## src/rtl/pc_seq_ctrl.sv

```systemverilog
// rtl/pc_seq_ctrl.sv - program counter sequencing controller
//
// Decides when the PC register updates and which next-PC source it takes.
// Handshakes with instruction memory, holds a returned instruction while
// decode stalls, and remembers branch/trap/mret redirect pulses until the
// next PC update consumes them.
//
// Optional feature macro: PC_SEQ_WATCHDOG_EN (fetch watchdog; without it
// WAIT holds indefinitely and fetch_timeout is tied low).
//
// Parameters:
//   BOOT_DELAY      cycles spent in BOOT after reset release (1..15)
//   TIMEOUT         WAIT cycles without a response before a fetch timeout (1..255)
// Ports:
//   clk             clock, rising edge
//   rst_n           asynchronous active-low reset
//   imem_req_ready  instruction memory accepts a request
//   imem_rsp_valid  instruction word returned (held by imem until consumed)
//   stall           decode cannot accept an instruction
//   pc_exc_en       misaligned-PC exception from the PC register
//   branch_req      branch/jump redirect pulse
//   trap_req        trap entry pulse
//   mret_req        mret pulse
//   imem_req_valid  fetch request for the current PC
//   pc_en           PC register update strobe
//   pc_branch_taken next-PC select: branch target
//   pc_trap_taken   next-PC select: trap vector
//   trap_done       next-PC select: mret return address
//   fetch_valid     returned instruction is on-path and consumed
//   flush           redirect applied, kill younger pipeline contents
//   fetch_timeout   1-cycle pulse on watchdog expiry

module pc_seq_ctrl #(
  parameter int unsigned BOOT_DELAY = 4,
  parameter int unsigned TIMEOUT    = 255
) (
  input  logic clk,
  input  logic rst_n,
  input  logic imem_req_ready,
  input  logic imem_rsp_valid,
  input  logic stall,
  input  logic pc_exc_en,
  input  logic branch_req,
  input  logic trap_req,
  input  logic mret_req,
  output logic imem_req_valid,
  output logic pc_en,
  output logic pc_branch_taken,
  output logic pc_trap_taken,
  output logic trap_done,
  output logic fetch_valid,
  output logic flush,
  output logic fetch_timeout
);

  typedef enum logic [1:0] {
    ST_BOOT  = 2'd0,
    ST_FETCH = 2'd1,
    ST_WAIT  = 2'd2
  } state_t;

  localparam logic [3:0] BOOT_INIT = 4'(BOOT_DELAY);

  state_t     state_q, state_d;
  logic [3:0] boot_cnt_q, boot_cnt_d;
  logic       br_p_q, br_p_d;
  logic       trap_p_q, trap_p_d;
  logic       mret_p_q, mret_p_d;

  logic rsp_live;     // response present and not marked for discard
  logic timeout;      // watchdog expiry this cycle
  logic rsp_take;     // response consumed by the PC update
  logic exc_take;     // misaligned-PC exception redirects to the trap vector
  logic force_trap;   // trap vector selected regardless of pending requests
  logic br_eff, trap_eff, mret_eff, redirect;

`ifdef PC_SEQ_WATCHDOG_EN
  localparam logic [7:0] TIMEOUT_LAST = 8'(TIMEOUT - 1);

  logic [7:0] wd_cnt_q, wd_cnt_d;
  logic       drop_rsp_q, drop_rsp_d;

  always_comb begin
    rsp_live = imem_rsp_valid & ~drop_rsp_q;
    // The count equals the number of earlier empty WAIT cycles, so expiry
    // lands on the TIMEOUT-th empty WAIT cycle.
    timeout  = (state_q == ST_WAIT) & ~rsp_live & (wd_cnt_q == TIMEOUT_LAST);
  end
`else
  logic unused_timeout;
  assign unused_timeout = ^8'(TIMEOUT);

  always_comb begin
    rsp_live = imem_rsp_valid;
    timeout  = 1'b0;
  end
`endif

  // Datapath strobes, combinational so the PC register samples them on the
  // same edge the controller advances.
  always_comb begin
    rsp_take   = (state_q == ST_WAIT) & rsp_live & ~stall;
    exc_take   = (state_q == ST_FETCH) & pc_exc_en;
    force_trap = exc_take | timeout;

    br_eff   = br_p_q | branch_req;
    trap_eff = trap_p_q | trap_req;
    mret_eff = mret_p_q | mret_req;
    redirect = br_eff | trap_eff | mret_eff;

    imem_req_valid  = (state_q == ST_FETCH) & ~pc_exc_en;
    pc_en           = rsp_take | exc_take | timeout;
    trap_done       = pc_en & ~force_trap & mret_eff;
    pc_trap_taken   = pc_en & (force_trap | (trap_eff & ~mret_eff));
    pc_branch_taken = pc_en & ~force_trap & br_eff & ~trap_eff & ~mret_eff;
    flush           = pc_en & (redirect | timeout);
    fetch_valid     = pc_en & ~redirect & ~pc_exc_en & ~timeout;
    fetch_timeout   = timeout;
  end

  always_comb begin
    state_d    = state_q;
    boot_cnt_d = boot_cnt_q;
    unique case (state_q)
      ST_BOOT: begin
        if (boot_cnt_q <= 4'd1) begin
          state_d = ST_FETCH;
        end else begin
          boot_cnt_d = boot_cnt_q - 4'd1;
        end
      end
      ST_FETCH: begin
        // An exception consumes the cycle; fetch restarts from the trap PC.
        if (!pc_exc_en && imem_req_ready) begin
          state_d = ST_WAIT;
        end
      end
      ST_WAIT: begin
        if (timeout || rsp_take) begin
          state_d = ST_FETCH;
        end
      end
      default: state_d = ST_BOOT;
    endcase
  end

  // Pending redirects: captured outside BOOT, consumed by any PC update.
  always_comb begin
    br_p_d   = br_p_q;
    trap_p_d = trap_p_q;
    mret_p_d = mret_p_q;
    if (pc_en) begin
      br_p_d   = 1'b0;
      trap_p_d = 1'b0;
      mret_p_d = 1'b0;
    end else if (state_q != ST_BOOT) begin
      br_p_d   = br_p_q | branch_req;
      trap_p_d = trap_p_q | trap_req;
      mret_p_d = mret_p_q | mret_req;
    end
  end

`ifdef PC_SEQ_WATCHDOG_EN
  always_comb begin
    wd_cnt_d = wd_cnt_q;
    if (state_d != ST_WAIT) begin
      wd_cnt_d = 8'd0;
    end else if ((state_q == ST_WAIT) && !rsp_live) begin
      wd_cnt_d = wd_cnt_q + 8'd1;
    end

    // The abandoned request may still answer later; swallow exactly one
    // response wherever it shows up.
    drop_rsp_d = drop_rsp_q;
    if (timeout) begin
      drop_rsp_d = 1'b1;
    end else if (drop_rsp_q && imem_rsp_valid) begin
      drop_rsp_d = 1'b0;
    end
  end
`endif

  always_ff @(posedge clk or negedge rst_n) begin
    if (!rst_n) begin
      state_q    <= ST_BOOT;
      boot_cnt_q <= BOOT_INIT;
      br_p_q     <= 1'b0;
      trap_p_q   <= 1'b0;
      mret_p_q   <= 1'b0;
`ifdef PC_SEQ_WATCHDOG_EN
      wd_cnt_q   <= 8'd0;
      drop_rsp_q <= 1'b0;
`endif
    end else begin
      state_q    <= state_d;
      boot_cnt_q <= boot_cnt_d;
      br_p_q     <= br_p_d;
      trap_p_q   <= trap_p_d;
      mret_p_q   <= mret_p_d;
`ifdef PC_SEQ_WATCHDOG_EN
      wd_cnt_q   <= wd_cnt_d;
      drop_rsp_q <= drop_rsp_d;
`endif
    end
  end

endmodule
```

## config.mk

```make
export PLATFORM = sky130hd
export DESIGN_NAME = pc_seq_ctrl
export DESIGN_NICKNAME = d
export VERILOG_FILES = /design/src/rtl/pc_seq_ctrl.sv
export SDC_FILE = /design/constraint.sdc
export NUM_CORES = 1
export LEC_CHECK = 0
export CORE_UTILIZATION = 40
export DETAILED_ROUTE_END_ITERATION = 10
export PLACE_DENSITY = 0.75
export SLEW_MARGIN = 0
export SYNTH_ARGS = -nofsm -noshare
export SYNTH_HDL_FRONTEND = slang
export SYNTH_SLANG_ARGS = --single-unit
```

## constraint.sdc

```tcl
create_clock -name clk -period 3.7 [get_ports clk]
set_input_delay 0.74 -clock clk [delete_from_list [all_inputs] [get_ports clk]]
set_output_delay 0.74 -clock clk [all_outputs]
set_load 0.01 [all_outputs]
```

Fig. 1: run 1, M3 wires
Scale bar: 10 um.
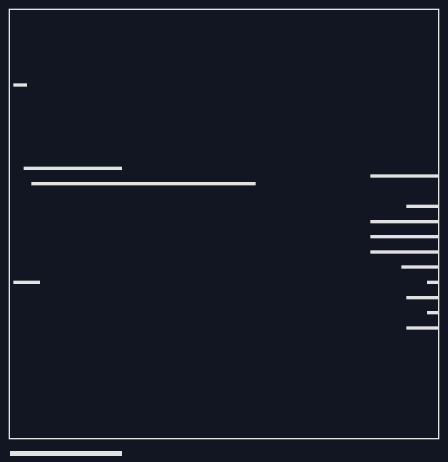
share of all routed wire	6.5%
main direction	horizontal
longest straight run	19.8 um
nets with wire on the layer	13
wire length on this layer	66.2 um
met3 Resource Use GR: 6.977%
Via Count: 459
aggregate routed wire length: 1021 um

Fig. 2: run 1, wires at chosen ports, followed through buffers
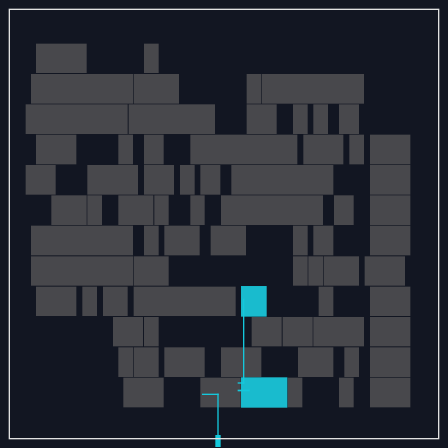
color	port	bits	direction	edge	end cells	wire
cyan	stall	1	input	bottom	2	13.8 um

Fig. 3: run 1, M2 wires
Cells faint in the background.
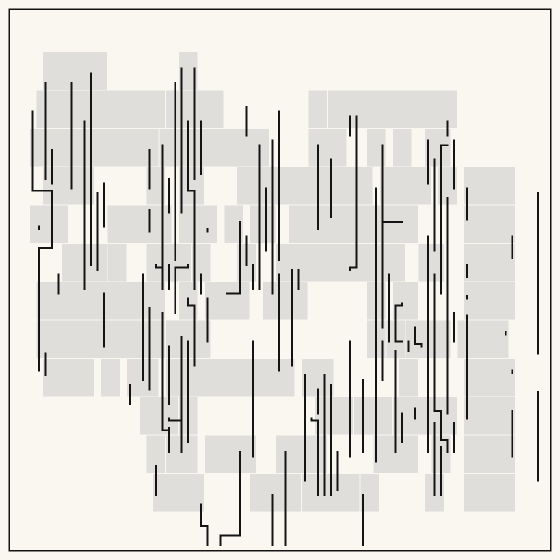
main direction	vertical
share of all routed wire	53%
wire length on this layer	544 um
longest straight run	19.4 um
nets with wire on the layer	73

-- run 1: state kept, by name, summed over array words and instances, names as in the netlist --
signal and count:
trap_p_q 1, boot_cnt_q 4, mret_p_q 1, br_p_q 1, state_q 2
-- run 1: layer usage --
layer | vias up | share of wire, % | global-route usage (%)
li1 | 228 | - | -
met1 | 214 | 39 | 17.78
met2 | 15 | 53 | 32.63
met3 | 2 | 6.5 | 6.977
met4 | 0 | 0.69 | 5.172
met5 | - | 0 | 0
-- run 1: cells by family (layout without fill, tap and decap cells) --
group           count (synthesis)  count (layout)
xor+xnor                        1               1
other cells                     1               1
simple gates                   25              25
buf+inv                         5              23
fa+ha+maj                       2               2
flops                           9               9
mux                             2               2
compound gates                 10              10
==> reports/qor.txt, run 1 <==
Clock tree buffer depth -> 2
Status -> finished, final reports clean
Synth Warn # -> 0
Sequential cell power -> 152 uW
Critical path's largest stage delay -> 0.57 ns
Setup slack after layout -> 0.5780 ns
Dpl cells -> 83
Grt ovf -> 0
Register share after synthesis -> 42.89%
Worst-path clk slew -> 0.05 ns
Reg power frac -> 41.0%
Non-clk buf share -> 21.02%
Hold Buf Count CTS -> 0
RSZ-0062 raised after global routing -> false
FFs w/ async S/R, synth -> 100.0%
EDFF count, synth -> 0
Tmin final -> 3.122 ns
Main flop type -> dfrtp_1
Crit path DAT -> 2.38 ns
CP endpoint kind -> output port
PD cells -> 520.2 mW/mm^2
Req. time, crit path -> 2.96 ns
FP Util -> 45.09%
CTS tree -> yes
Logic area -> 279.0 sq um
Yosys cell count -> 55
Port Buffers -> 15
R2R Path End -> boot_cnt_q[0]
Pwr top -> registers
Worst min-delay path category -> flop to flop
Worst-Skew Late Latency -> 0.25 ns
WS Path Type -> input port to output port
Pre-CTS WS -> 0.5521 ns
Yosys stat area -> 528.0 sq um
H-tree Lvls -> 1
P_sw -> 127.2 uW
Hold path startpoint -> trap_p_q
Die area -> 0.001469 sq mm
CTS sink cnt -> 9
Fin. max-slew vios -> 0
Row cnt -> 12
Synth flops -> 9
Adder Area Share -> 4.739%
Detailed Place HPWL -> 792.1 um
Final Instance Area -> 714.4 sq um
Final Setup Violations -> 0
Crit path launch -> stall
# clk buffers -> 4
Vias in the first global route -> 452
Post_cts resized -> 0
Number of non-clock inverters in the layout -> 4
Total Routing Usage GR -> 17.57%
Root buffer cell -> clkbuf_4
Fin Hold WS -> 0.5046 ns
Vias per cell -> 5.276
Comb. pwr -> 148 uW
Initial antenna violation count -> 0
XOR/XNOR Area Share -> 1.659%
Max rail drop VDD -> 308.0 uV
#MultiIn Comb -> 41
Largest family of logic cells by area -> simple AND/OR/NAND/NOR gates
Hold Path Sink -> trap_p_q
# nets final -> 85
Sequence of cells on the critical path -> clkdlybuf4s50_1 -> nand4bb_1 -> nand3b_1 -> nor4_2 -> clkdlybuf4s50_1
CTS Buf Count -> 3
R2R Setup Slk -> 2.34 ns
Worst r2r path cells -> 5
Post-CTS setup buffers -> 0
Clock share of power -> 19.1%
Syn Area/Cell -> 9.600 sq um
Leak -> 0.0003127 uW
Crit-path slowest cell -> clkdlybuf4s50_1
Mux area share -> 4.028%
Synth top area cells -> dfrtp_1 (38%), nor2_1 (8.5%), dfstp_2 (5.0%), ha_1 (4.7%), nor4_4 (4.0%)
Most numerous logic cells after layout -> clkdlybuf4s50_1 (15), nor2_1 (12), dfrtp_1 (8), inv_1 (4)
Routed len/inst -> 11.74 um
# diodes -> 0
Worst hold path cell count -> 2
Internal power -> 244.5 uW
Clk tree area frac -> 3.678%
Fig. 4: run 1, cell classes on the final placement
Fill, decap, tap and diode cells in gray.
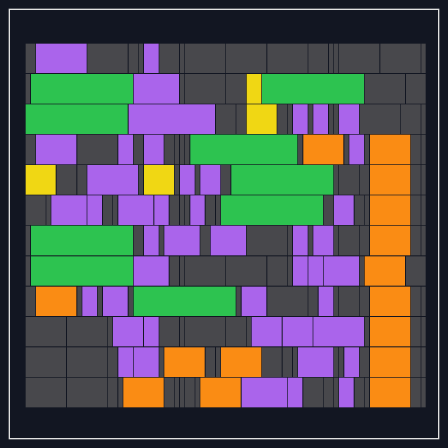

--- run 2 (diff from run 1) ---
--- a/config.mk
+++ b/config.mk
@@ -5,9 +5,9 @@
 export SDC_FILE = /design/constraint.sdc
 export NUM_CORES = 1
 export LEC_CHECK = 0
-export CORE_UTILIZATION = 40
+export CORE_UTILIZATION = 39
 export DETAILED_ROUTE_END_ITERATION = 10
-export PLACE_DENSITY = 0.75
+export PLACE_DENSITY = 0.76
 export SLEW_MARGIN = 0
 export SYNTH_ARGS = -nofsm -noshare
 export SYNTH_HDL_FRONTEND = slang
==> constraint.sdc (replaced) <==
create_clock -name clk -period 2.8 [get_ports clk]
set_input_delay 0.56 -clock clk [delete_from_list [all_inputs] [get_ports clk]]
set_output_delay 0.56 -clock clk [all_outputs]
set_load 0.01 [all_outputs]
Fig. 5: run 2, cell classes on the final placement
Fill, decap, tap and diode cells in gray.
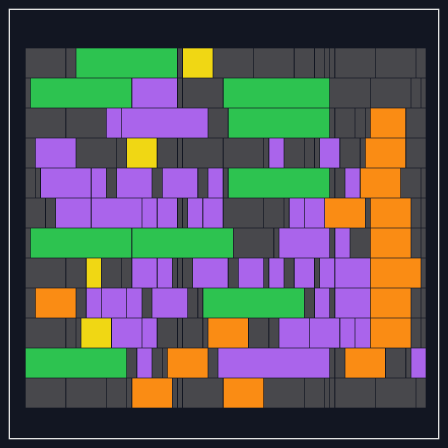
color	class	cells
green	sequential cells	9
orange	remaining buffers and delay cells	15
purple	combinational and other logic	45
yellow	clock drivers and dummy loads	4
core area: 0.001186 sq mm
row cnt: 12
Final Instance Area: 732.0 sq um

Fig. 6: run 2, M3 wires
Scale bar: 10 um.
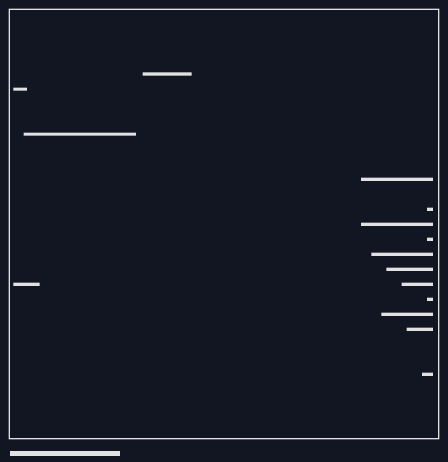
nets with wire on the layer	14
wire length on this layer	49.0 um
main direction	horizontal
Via Count: 450
met3 Resource Use GR: 3.468%

==> run 2 against run 1 <==
- via count fell by 2.0%
- wire length is 3.1% lower
- highest routed layer unchanged
- sequential power is 34% higher
- core utilization rose by 0.70 points
- largest power group unchanged
- combinational power rose by 35%
- worst hold slack improved by 0.0011 ns
==> reports/qor.txt, run 2 <==
Compound Share, Synth -> 13.03%
Biggest regs -> boot_cnt_q (4), state_q (2)
Fmax -> 378.3 MHz
Status -> finished, final reports clean
Req. time, crit path -> 2.24 ns
Tool warning count -> 27
Post_cts resized -> 1
Worst Skew -> 0.003944 ns
Crit path DAT -> 2.08 ns
Root buffer cell -> clkbuf_4
Fin. max-slew vios -> 0
Commonest non-fill, non-tap cell in the layout -> clkdlybuf4s50_1
Levels on crit path -> 5
Aggregate routed wire length -> 989 um
ANT nets after route -> 0
Largest family of logic cells by area -> simple AND/OR/NAND/NOR gates
Synth Instances -> 55
Fin. Hold Viols -> 0
Max FFs per register -> 4
CP endpoint kind -> output port
Top cells by count -> nor2_1 (12), dfrtp_1 (8), inv_1 (4)
Routed len/inst -> 11.37 um
Tmin final -> 2.644 ns
Nets at Floorplan -> 66
Yosys cell count -> 55
Pre-CTS WS -> -0.04002 ns
Met1 Use GR -> 19.27%
H-tree Lvls -> 1
Initial DRT Pass Iterations -> 4
Initial antenna violation count -> 0
First-pass GRT wire length -> 1662 um
Width of the die -> 38.80 um
Worst-path clk slew -> 0.06 ns
Placed cell areas -> 688.2 sq um
Synth Cell Area -> 528.0 sq um
Die area -> 0.001505 sq mm
Hold path startpoint -> trap_p_q
Area delta synth->final -> 38.63%
Most numerous logic cells after layout -> clkdlybuf4s50_1 (13), nor2_1 (12), dfrtp_1 (8), inv_1 (4)
R2R Path End -> boot_cnt_q[3]
Crit-path slowest cell -> clkdlybuf4s50_1
Synth flops -> 9
CP Capture Point -> pc_branch_taken
Max rail drop VDD -> 381.3 uV
Port Buffers -> 15
Yosys top cell by area -> dfrtp_1
Worst path most repeated cell -> clkdlybuf4s50_1
Setup slack after layout -> 0.1563 ns
Hold Buf Count CTS -> 0
Synth top area cells -> dfrtp_1 (38%), nor2_1 (8.5%), dfstp_2 (5.0%), ha_1 (4.7%), nor4_4 (4.0%)
# diodes -> 0
Hold Path Sink -> trap_p_q
Final Setup Violations -> 0
WS Path Type -> input port to output port
Post-CTS setup buffers -> 0
Period utilisation layout -> 94.42%
Grt ovf -> 0
Main flop type -> dfrtp_1
XOR/XNOR Area Share -> 1.659%
Kind of cell adding the most delay to the critical path -> buffers and inverters
R2R Setup Slk -> 1.45 ns
Simple share -> 28.67%
Routing usage on met2 -> 27.92%
Sequence of cells on the critical path -> clkdlybuf4s50_1 -> nand4bb_4 -> nand3b_1 -> nor2_1 -> clkdlybuf4s50_1
CTS sink cnt -> 9
Largest net degree at the start of global routing -> 10
Routed met2 length -> 454 um
Detailed Place HPWL -> 739 um
GP Congestion -> 0.6982
Die Y-Extent -> 38.80 um
Synth Warn # -> 0
Critical path's largest stage delay -> 0.54 ns
CTS tree -> yes
Top routing layer in use -> met4
Leak -> 0.0003364 uW
Fin Hold WS -> 0.5057 ns
Metal-1 WL -> 481 um
FFs w/ async S/R, synth -> 100.0%
Yosys stat area -> 528.0 sq um
FP Util -> 44.51%
Iteration-0 DRC Markers -> 6
RSZ-0062 raised after global routing -> false
Worst min-delay path category -> flop to flop
Crit path buf inv count -> 2
Clock tree buffer depth -> 2
Syn Area/Cell -> 9.600 sq um
Final core area utilization -> 61.71%
GR peak layer -> met2
Count leader, synth -> nor2_1
PD cells -> 685.3 mW/mm^2
Vias per cell -> 5.172
Register share after synthesis -> 42.89%
Critical Path Fanout Max -> 5
Largest reg by FF count -> boot_cnt_q
Startpoint Class -> input port
Distinct lib cells -> 27
Mux area share -> 4.028%
Worst r2r path cells -> 3
Crit path launch -> imem_rsp_valid
Adder Area Share -> 4.739%
# fillers -> 108
FF-to-FF Start -> state_q[1]
CTS Buf Count -> 3
Worst hold path cell count -> 2
Fraction of layout cells with a size suffix above 1 -> 10.96%
IO Count -> 17
Met3 WL -> 48 um
Top area contributor share -> 37.91%
# DRC -> 0
Total Routing Usage GR -> 16.75%
# nets final -> 85
# Max-Cap Violations -> 0
Vias in the first global route -> 419
EDFF count, synth -> 0
Worst-Skew Late Latency -> 0.26 ns
[run 2: report_power, final]
part / leakage, uW / switching [uW] / internal, uW
Clock: 0.0000150 / 44.2 / 54.8
Sequential: 0.000112 / 38.5 / 164
Combinational: 0.000210 / 91.1 / 109
[run 2: per-stage QoR]
stage	cells	setup TNS (ns)	power [uW]
floorplan	55	0	319.7
detailed placement	83	-0.04002	396.4
global route	87	0	541.3
global placement	83	0	395.5
finish	87	0	501.6
CTS	87	0	499.5
[run 2: cell type report]
class                      count  area, sq um  share of cell area [%]
sequential                     9        226.5                   30.94
timing repair buffer          15        151.4                   20.68
inverter                       4        15.01                   2.051
clock buffer                   4        26.28                   3.590
tap                           14        17.52                   2.393
multi-input combinational     41        295.3                   40.34
No activity file was given, so power comes from the tool's default toggle rates.
